--- config.mk ---
export PLATFORM = sky130hd
export DESIGN_NAME = onewire_master
export DESIGN_NICKNAME = d
export VERILOG_FILES = /design/src/rtl/onewire_pkg.sv /design/src/rtl/onewire_crc8.sv /design/src/rtl/onewire_master.sv
export SDC_FILE = /design/constraint.sdc
export NUM_CORES = 1
export LEC_CHECK = 0
export CAP_MARGIN = 15
export CELL_PAD_IN_SITES_DETAIL_PLACEMENT = 1
export CELL_PAD_IN_SITES_GLOBAL_PLACEMENT = 2
export CORE_UTILIZATION = 34
export CTS_CLUSTER_SIZE = 14
export DETAILED_ROUTE_END_ITERATION = 8
export HOLD_SLACK_MARGIN = 0.03
export PLACE_DENSITY_LB_ADDON = 0.1
export SYNTH_ARGS = -nofsm -noshare
export SYNTH_HDL_FRONTEND = slang
export SYNTH_SLANG_ARGS = --single-unit
--- constraint.sdc ---
create_clock -name clk -period 2.7 [get_ports clk]
set_clock_uncertainty 0.2 [all_clocks]
set_input_delay 0.675 -clock clk [delete_from_list [all_inputs] [get_ports clk]]
set_output_delay 0.675 -clock clk [all_outputs]
set_load 0.02 [all_outputs]
--- src/rtl/onewire_pkg.sv ---
// Shared definitions for the 1-Wire byte master: command codes, FSM states
// and slot timing constants expressed in microseconds.
package onewire_pkg;

  localparam logic [1:0] CMD_RESET = 2'b00;
  localparam logic [1:0] CMD_WRITE = 2'b01;
  localparam logic [1:0] CMD_READ  = 2'b10;

  typedef enum logic [2:0] {
    ST_IDLE,
    ST_RST_LOW,
    ST_RST_WAIT,
    ST_SLOT_LOW,
    ST_SLOT_REL,
    ST_RECOVER,
    ST_DONE
  } state_t;

  localparam int T_RST_LOW     = 480;
  localparam int T_PRES_SAMPLE = 70;
  localparam int T_SLOT        = 60;
  localparam int T_LOW1        = 6;
  localparam int T_RSAMPLE     = 15;
  localparam int T_REC         = 10;

endpackage

--- src/rtl/onewire_crc8.sv ---
// Bit-serial Dallas CRC-8 (reflected poly 0x8C) with update enable and a
// synchronous clear that takes priority over an update.
module onewire_crc8 (
  input  logic       clk,
  input  logic       rst,
  input  logic       en_i,
  input  logic       clr_i,
  input  logic       bit_i,
  output logic [7:0] crc_o
);

  logic [7:0] crc_q;
  logic [7:0] crc_d;
  logic       fb;

  // Next CRC value for one incoming bit, LSB-first.
  always_comb begin
    fb    = crc_q[0] ^ bit_i;
    crc_d = {1'b0, crc_q[7:1]} ^ (fb ? 8'h8C : 8'h00);
  end

  // CRC register: clear first, otherwise update on each sampled bit.
  always_ff @(posedge clk or posedge rst) begin
    if (rst) begin
      crc_q <= 8'h00;
    end else if (clr_i) begin
      crc_q <= 8'h00;
    end else if (en_i) begin
      crc_q <= crc_d;
    end
  end

  assign crc_o = crc_q;

endmodule

--- src/rtl/onewire_master.sv ---
// Byte-level 1-Wire bus master: reset/presence, write and read slots.
// The pad is open-drain; pad_oe=1 pulls the bus low, pad_out is tied 0.
// Optional CRC-8 over read bits: define ONEWIRE_MASTER_CRC_EN.
module onewire_master
  import onewire_pkg::*;
#(
  parameter int CYCLES_PER_US = 12,
  parameter int W_CTR         = $clog2(960*CYCLES_PER_US+1)
) (
  input  logic       clk,
  input  logic       rst,
  input  logic       cmd_valid,
  output logic       cmd_ready,
  input  logic [1:0] cmd,
  input  logic [7:0] wdata,
  output logic       rsp_valid,
  output logic [7:0] rdata,
  output logic       presence,
  output logic       pad_out,
  output logic       pad_oe,
  input  logic       pad_in
`ifdef ONEWIRE_MASTER_CRC_EN
  ,
  input  logic       crc_clr,
  output logic [7:0] crc
`endif
);

  localparam logic [W_CTR-1:0] TMR_ONE  = W_CTR'(1);
  localparam logic [W_CTR-1:0] RST_END  = W_CTR'(T_RST_LOW*CYCLES_PER_US - 1);
  localparam logic [W_CTR-1:0] PRES_AT  = W_CTR'(T_PRES_SAMPLE*CYCLES_PER_US);
  localparam logic [W_CTR-1:0] SLOT_END = W_CTR'(T_SLOT*CYCLES_PER_US - 1);
  localparam logic [W_CTR-1:0] LOW1_END = W_CTR'(T_LOW1*CYCLES_PER_US - 1);
  localparam logic [W_CTR-1:0] RSAMP_AT = W_CTR'(T_RSAMPLE*CYCLES_PER_US);
  localparam logic [W_CTR-1:0] REC_END  = W_CTR'(T_REC*CYCLES_PER_US - 1);

  state_t           state_q;
  logic [W_CTR-1:0] timer_q;
  logic [2:0]       bit_q;
  logic [1:0]       cmd_q;
  logic [7:0]       wdata_q;
  logic [7:0]       shadow_q;
  logic [7:0]       rdata_q;
  logic             presence_q;
  logic             oe_q;
  logic             rsp_q;
  logic [1:0]       sync_q;
  logic             pad_sync;
  logic             long_low;
  logic             rd_sample;

  // Two-flop synchroniser for the asynchronous bus input; idles high.
  always_ff @(posedge clk or posedge rst) begin
    if (rst) begin
      sync_q <= 2'b11;
    end else begin
      sync_q <= {sync_q[0], pad_in};
    end
  end

  assign pad_sync  = sync_q[1];
  assign long_low  = (cmd_q == CMD_WRITE) && !wdata_q[bit_q];
  assign rd_sample = (state_q == ST_SLOT_REL) && (cmd_q == CMD_READ) && (timer_q == RSAMP_AT);

  // Command sequencer: slot timing, bit shifting and registered outputs.
  always_ff @(posedge clk or posedge rst) begin
    if (rst) begin
      state_q    <= ST_IDLE;
      timer_q    <= '0;
      bit_q      <= 3'd0;
      cmd_q      <= CMD_RESET;
      wdata_q    <= 8'h00;
      shadow_q   <= 8'h00;
      rdata_q    <= 8'h00;
      presence_q <= 1'b0;
      oe_q       <= 1'b0;
      rsp_q      <= 1'b0;
    end else begin
      rsp_q <= 1'b0;
      case (state_q)
        ST_IDLE: begin
          if (cmd_valid) begin
            cmd_q   <= cmd;
            wdata_q <= wdata;
            timer_q <= '0;
            bit_q   <= 3'd0;
            case (cmd)
              CMD_RESET: begin
                state_q <= ST_RST_LOW;
                oe_q    <= 1'b1;
              end
              CMD_WRITE, CMD_READ: begin
                state_q <= ST_SLOT_LOW;
                oe_q    <= 1'b1;
              end
              default: begin
                state_q <= ST_DONE;
                rsp_q   <= 1'b1;
              end
            endcase
          end
        end
        ST_RST_LOW: begin
          if (timer_q == RST_END) begin
            state_q <= ST_RST_WAIT;
            timer_q <= '0;
            oe_q    <= 1'b0;
          end else begin
            timer_q <= timer_q + TMR_ONE;
          end
        end
        ST_RST_WAIT: begin
          if (timer_q == PRES_AT) begin
            presence_q <= ~pad_sync;
          end
          if (timer_q == RST_END) begin
            state_q <= ST_DONE;
            timer_q <= '0;
            rsp_q   <= 1'b1;
          end else begin
            timer_q <= timer_q + TMR_ONE;
          end
        end
        ST_SLOT_LOW: begin
          if (long_low && (timer_q == SLOT_END)) begin
            state_q <= ST_RECOVER;
            timer_q <= '0;
            oe_q    <= 1'b0;
          end else begin
            timer_q <= timer_q + TMR_ONE;
            if (!long_low && (timer_q == LOW1_END)) begin
              state_q <= ST_SLOT_REL;
              oe_q    <= 1'b0;
            end
          end
        end
        ST_SLOT_REL: begin
          if (rd_sample) begin
            shadow_q <= {pad_sync, shadow_q[7:1]};
          end
          if (timer_q == SLOT_END) begin
            state_q <= ST_RECOVER;
            timer_q <= '0;
          end else begin
            timer_q <= timer_q + TMR_ONE;
          end
        end
        ST_RECOVER: begin
          if (timer_q == REC_END) begin
            timer_q <= '0;
            if (bit_q == 3'd7) begin
              state_q <= ST_DONE;
              bit_q   <= 3'd0;
              rsp_q   <= 1'b1;
              if (cmd_q == CMD_READ) begin
                rdata_q <= shadow_q;
              end
            end else begin
              state_q <= ST_SLOT_LOW;
              bit_q   <= bit_q + 3'd1;
              oe_q    <= 1'b1;
            end
          end else begin
            timer_q <= timer_q + TMR_ONE;
          end
        end
        ST_DONE: begin
          state_q <= ST_IDLE;
        end
        default: begin
          state_q <= ST_IDLE;
          oe_q    <= 1'b0;
        end
      endcase
    end
  end

  assign cmd_ready = (state_q == ST_IDLE);
  assign rsp_valid = rsp_q;
  assign rdata     = rdata_q;
  assign presence  = presence_q;
  assign pad_oe    = oe_q;
  assign pad_out   = 1'b0;

`ifdef ONEWIRE_MASTER_CRC_EN
  logic crc_zero;

  // A RESET command starts a fresh ROM read, so it also clears the CRC.
  assign crc_zero = crc_clr || (cmd_ready && cmd_valid && (cmd == CMD_RESET));

  onewire_crc8 u_crc (
    .clk   (clk),
    .rst   (rst),
    .en_i  (rd_sample),
    .clr_i (crc_zero),
    .bit_i (pad_sync),
    .crc_o (crc)
  );
`endif

endmodule
**Placement view**

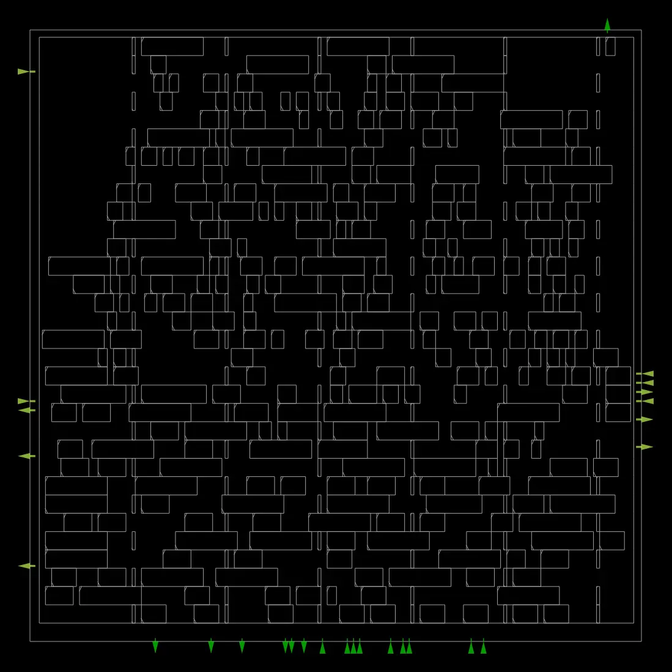
row cnt: 32
core area: 0.007687 mm^2
Cell Count, Final, Fillers Out: 397

**Port wiring**

Bar = 20 um.
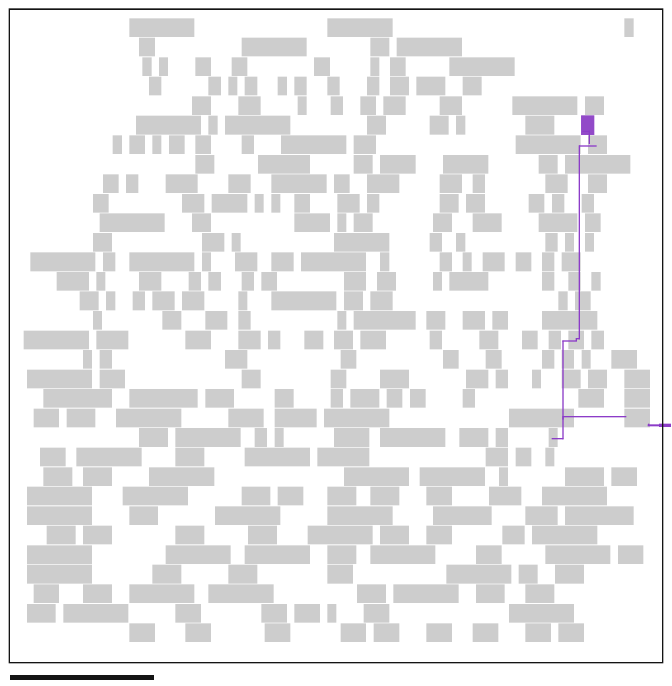
[cmd_ready] purple | bits: 1 | direction: output | edge: east | end cells: 1 | buffers: 2 | wire: 60.4 um

**Routed metal per tile**

18 x 18 tiles, from dark blue (low) to red (high), scaled to the fullest tile. Values are wire area over tile area, all layers added.
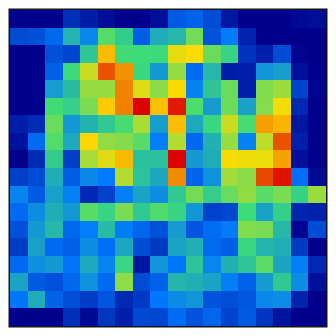
fullest tile: 0.36
mean over tiles: 0.12
tiles over half the peak: 23%
nearly empty tiles: 12%
emptiest ninth of the die: north-east

==> flow_metrics.env <==
# yosys + openroad results
export IMPL_seq_power_uw=1110
export IMPL_die_h_um=90.85
export IMPL_buffer_area_share_pct=14.75
export IMPL_p_per_area_mw_per_mm2=984.5
export IMPL_n_all_inverters=7
export IMPL_outcome="finished, final reports clean"
export IMPL_clock_cell_area_share_pct=2.693
export IMPL_end_kind="flip-flop"
export IMPL_power_share_clock_pct=14.1
export IMPL_r2r_slack_ns=0.08
export IMPL_sh_seq_area_pct=37.74
export IMPL_startpoint_type="flip-flop"
export IMPL_flops=51
export IMPL_drtIter0Drc=73
export IMPL_cts_setup_buffers=0
export IMPL_p_int_uw=2008
export IMPL_clockBufferCount=5
export IMPL_layout_top_cell="dfrtp_1"
export IMPL_comb_area_mm2=0.001366
export IMPL_path_buffers=1
export IMPL_die_area_mm2=0.008253
export IMPL_initCoreUtil_pct=34.91
export IMPL_yosys_area_mm2=0.002684
export IMPL_period_used_pct=97.07
export IMPL_routabilityCongestion=0.7635
export IMPL_slowest_stage="or4_4"
export IMPL_taps=102
export IMPL_cp_depth=7
export IMPL_ir_drop_uv=364.0
export IMPL_hpwl_um=4671
export IMPL_htree_num_levels=2
**Placement by cell class**

Fill, decap, tap and diode cells in gray.
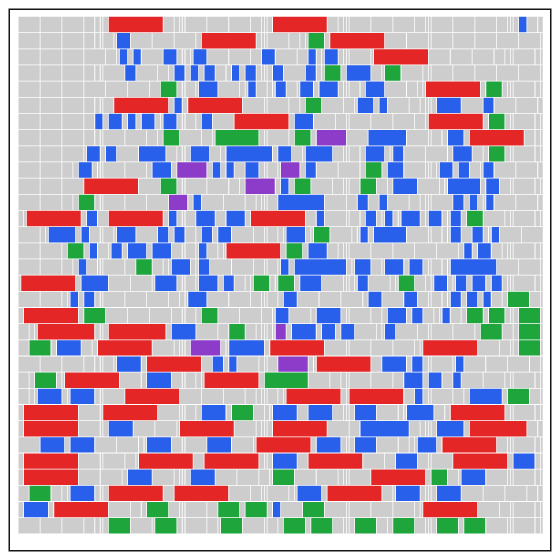
[registers] red | cells: 51
[remaining buffers and delay cells] green | cells: 55
[remaining logic cells] blue | cells: 181
[clock drivers and dummy loads] purple | cells: 8

**Floorplan with the power grid**

Bar = 20 um. Pins as bars on the die edge. Tap cells in gray.
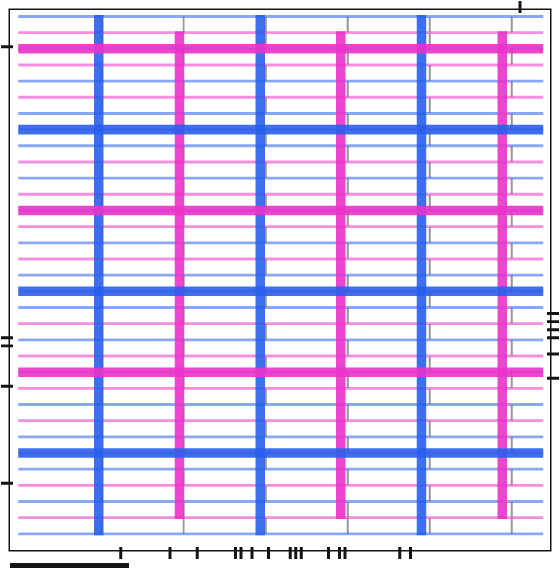
[VDD] magenta
[VSS] blue
tap cells: 102
signal pins: 27
met1 rails: 33
met5 straps: 6
met4 straps: 6

